### src/rtl/alu_ctrl_seq.sv
// Registered ALU control decoder with valid/ready handshakes on both sides.
// Multi-cycle ops (MUL/MULH) stay in EXEC for MUL_CYCLES-1 cycles before their code is presented.
module alu_ctrl_seq #(
    parameter int FUNCT_W    = 6,
    parameter int AOP_W      = 3,
    parameter int CTRL_W     = 4,
    parameter int MUL_CYCLES = 4,
    parameter int ERR_W      = 8
) (
    input  logic               clk,
    input  logic               rst,
    input  logic               in_valid,
    output logic               in_ready,
    input  logic [AOP_W-1:0]   aluop,
    input  logic [FUNCT_W-1:0] funct,
    output logic               out_valid,
    input  logic               out_ready,
    output logic [CTRL_W-1:0]  alu_ctrl,
    output logic               multi_cycle,
    output logic               illegal,
    output logic               busy,
    output logic [ERR_W-1:0]   err_count
);

    localparam int CNT_W = $clog2(MUL_CYCLES);

    typedef enum logic [1:0] {IDLE = 2'd0, EXEC = 2'd1, HOLD = 2'd2} state_t;

    state_t           state, state_nxt;
    logic [CNT_W-1:0] cnt;
    logic [3:0]       dec_code;
    logic             dec_ill;
    logic             dec_mc;
    logic             accept;

    assign accept = in_valid && in_ready;

    // NOTE: every variable assigned in an always_comb gets a default first, so no path can infer a latch.
    always_comb begin
        dec_code = 4'b1011;
        dec_ill  = 1'b1;
        dec_mc   = 1'b0;
        case (aluop)
            AOP_W'(0): begin
                dec_ill = 1'b0;
                case (funct)
                    FUNCT_W'(1): dec_code = 4'b0000;
                    FUNCT_W'(2): dec_code = 4'b0001;
                    FUNCT_W'(3): dec_code = 4'b0010;
                    default:     dec_ill  = 1'b1;
                endcase
            end
            AOP_W'(1): begin
                dec_ill = 1'b0;
                case (funct)
                    FUNCT_W'(1): dec_code = 4'b0011;
                    FUNCT_W'(2): dec_code = 4'b0100;
                    default:     dec_ill  = 1'b1;
                endcase
            end
            AOP_W'(2): begin
                dec_ill = 1'b0;
                case (funct)
                    FUNCT_W'(0): dec_code = 4'b0101;
                    FUNCT_W'(1): dec_code = 4'b0110;
                    FUNCT_W'(2): dec_code = 4'b1101;
                    FUNCT_W'(3): dec_code = 4'b1110;
                    FUNCT_W'(4): dec_code = 4'b0111;
                    FUNCT_W'(5): dec_code = 4'b1111;
                    default:     dec_ill  = 1'b1;
                endcase
            end
            AOP_W'(3): dec_ill = 1'b0;
            AOP_W'(4): begin
                dec_code = 4'b0000;
                dec_ill  = 1'b0;
            end
            AOP_W'(5): begin
                dec_code = 4'b0001;
                dec_ill  = 1'b0;
            end
            AOP_W'(6): begin
                if (funct == FUNCT_W'(0) || funct == FUNCT_W'(1)) begin
                    dec_code = (funct == FUNCT_W'(0)) ? 4'b1000 : 4'b1001;
                    dec_ill  = 1'b0;
                    dec_mc   = 1'b1;
                end
            end
            default: ;
        endcase
    end

    // NOTE: sequential state uses non-blocking assignments so every register samples pre-edge values.
    always_ff @(posedge clk or posedge rst) begin
        if (rst) state <= IDLE;
        else     state <= state_nxt;
    end

    always_comb begin
        state_nxt = state;
        if (accept) begin
            state_nxt = dec_mc ? EXEC : HOLD;
        end else begin
            case (state)
                IDLE:    ;
                EXEC:    if (cnt == CNT_W'(1)) state_nxt = HOLD;
                HOLD:    if (out_ready) state_nxt = IDLE;
                default: state_nxt = IDLE;
            endcase
        end
    end

    // in_ready depends only on state and out_ready, never on in_valid.
    always_comb begin
        in_ready  = (state == IDLE) || (state == HOLD && out_ready);
        out_valid = (state == HOLD);
        busy      = (state == EXEC);
    end

    always_ff @(posedge clk or posedge rst) begin
        if (rst) begin
            alu_ctrl    <= CTRL_W'(4'b1011);
            multi_cycle <= 1'b0;
            illegal     <= 1'b0;
            cnt         <= '0;
            err_count   <= '0;
        end else begin
            if (accept) begin
                alu_ctrl    <= CTRL_W'(dec_code);
                multi_cycle <= dec_mc;
                illegal     <= dec_ill;
                cnt         <= dec_mc ? CNT_W'(MUL_CYCLES - 1) : '0;
            end else if (state == EXEC) begin
                cnt <= cnt - 1'b1;
            end
            if (accept && dec_ill && err_count != '1) begin
                err_count <= err_count + 1'b1;
            end
        end
    end

endmodule

### config.mk
export PLATFORM = sky130hd
export DESIGN_NAME = alu_ctrl_seq
export DESIGN_NICKNAME = d
export VERILOG_FILES = /design/src/rtl/alu_ctrl_seq.sv
export SDC_FILE = /design/constraint.sdc
export NUM_CORES = 1
export LEC_CHECK = 0
export CORE_MARGIN = 3
export CORE_UTILIZATION = 48
export CTS_CLUSTER_SIZE = 10
export DETAILED_ROUTE_END_ITERATION = 6
export GPL_TIMING_DRIVEN = 1
export PLACE_DENSITY = 0.87
export SLEW_MARGIN = 20
export SYNTH_ARGS = -nofsm -noshare
export SYNTH_HDL_FRONTEND = slang
export SYNTH_SLANG_ARGS = --single-unit
### constraint.sdc
create_clock -name clk -period 2.3 [get_ports clk]
set_clock_uncertainty 0.15 [all_clocks]
set_input_delay 0.345 -clock clk [delete_from_list [all_inputs] [get_ports clk]]
set_output_delay 0.345 -clock clk [all_outputs]
set_load 0.005 [all_outputs]
==> results_dict.tcl <==
# implementation run metrics
set metrics [dict create \
    numCtsBuffers 3 \
    p_leak_nw 0.672 \
    lay_top_count "clkdlybuf4s50_1" \
    slew_violations 0 \
    top_cells_by_count "dfrtp_1 (15), nand2_1 (14), a21oi_1 (10), nor2_1 (8)" \
    grt_start_max_net_pins 19 \
    postSynth.asyncResetShare 1.00 \
    placed_area_mm2 0.00154 \
    dr_wl_met3_um 130 \
    largest_area_cell "dfrtp_1" \
    setup_violations 0 \
    grt_util_met3 0.0322 \
    grt_pass1_vias 1021 \
    synthMuxAreaShare 0.0511 \
    syn_area_per_cell_um2 9.35 \
    ff_count 18 \
    ir_worst_vdd_mv 0.565 \
    outcome "finished, final reports clean" \
    routed_wl_um 2820 \
    cp.arrival_ns 2.23 \
    warnings 26 \
    buf_share 0.264 \
    yosysMostFrequentCell "dfrtp_1" \
    crit_path_max_fanout 7 \
    worst_ep_required_time_ns 2.37 \
    syn2layout_area_growth_pct 37.8 \
    placementRows 17 \
    cp-endpoint "err_count[5]" \
    pin_count 30 \
    drt-wirelength-per-cell_um 14.6 \
    comb_area_um2 629 \
    simple_gate_share 0.276 \
    synthAoiAreaFrac 0.147 \
    die_w_um 54.9 \
    cts_sinks 18 \
    xor_share 0.0457 \
    cts_max_level 1 \
    drtPass1Iterations 4 \
    gp_congestion 0.928 \
    postLayoutCellArea_mm2 0.00158 \
    totalPowerFinal_mw 1.03 \
    r2r-start "state[1]" \
    min_period_ns 2.16 \
    ys_types 40 \
    fin_ws_ns 0.135 \
]
power by group through the flow:
stage                     clock [mW]  sequential [mW]  combinational (mW)
after global routing           0.206            0.471               0.415
after global placement             0            0.455               0.358
after detailed placement           0            0.463               0.372
after floorplan                    0            0.453               0.169
final                          0.195            0.458               0.376
after CTS                      0.197            0.456               0.374
cells by family (layout without fill, tap and decap cells):
| family | count (synthesis) | count (layout) |
|---|---|---|
| and+or+nand+nor | 55 | 55 |
| muxes | 5 | 5 |
| adders and majority gates | 2 | 2 |
| buffers and inverters | 11 | 53 |
| xor gates and xnor gates | 6 | 6 |
| AOI/OAI and AO/OA | 26 | 26 |
| DFF | 18 | 18 |
state kept, by name (all words and copies together) (netlist names):
register,cells
alu_ctrl,4
multi_cycle,1
err_count,8
illegal,1
cnt,2
state,2
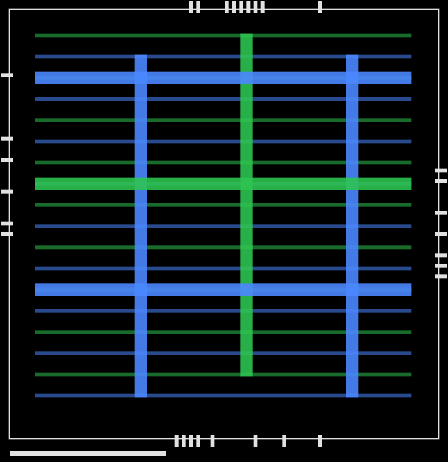
power_grid.png
Bar = 20 um. Pins as bars on the die edge.
Key: green = VDD; blue = VSS
18 met1 rails follow the rows. 30 signal pins sit on the boundary. 3 straps on met5. 3 straps on met4. The core has 17 rows.

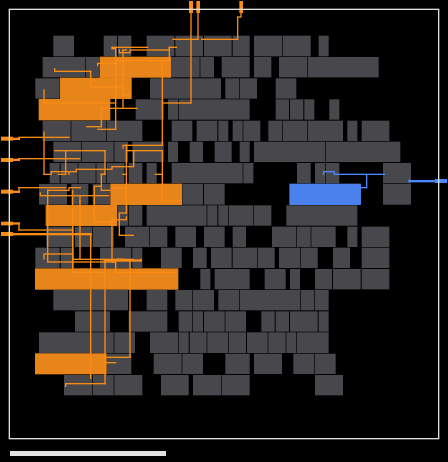
io_fan.png
Bar = 20 um.
Key: blue = multi_cycle [direction output, edge right, end cells 1, buffers 1, wire 14.7 um]; orange = err_count [direction output, edge 5 left, 3 top, end cells 8, buffers 8, wire 390 um]

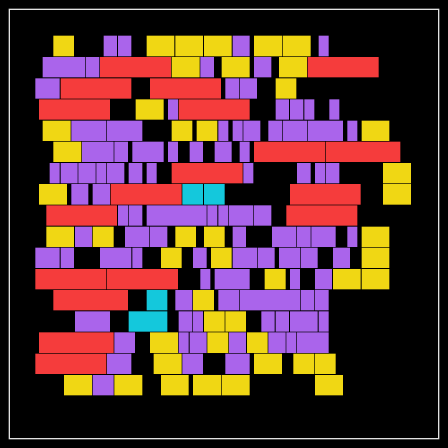
placement_by_type.png
Key: cyan = clock drivers and dummy loads [cells 4]; red = sequential cells [cells 18]; yellow = remaining buffers and delay cells [cells 46]; purple = combinational and other logic [cells 97]

No activity file was given, so power comes from the tool's default toggle rates.
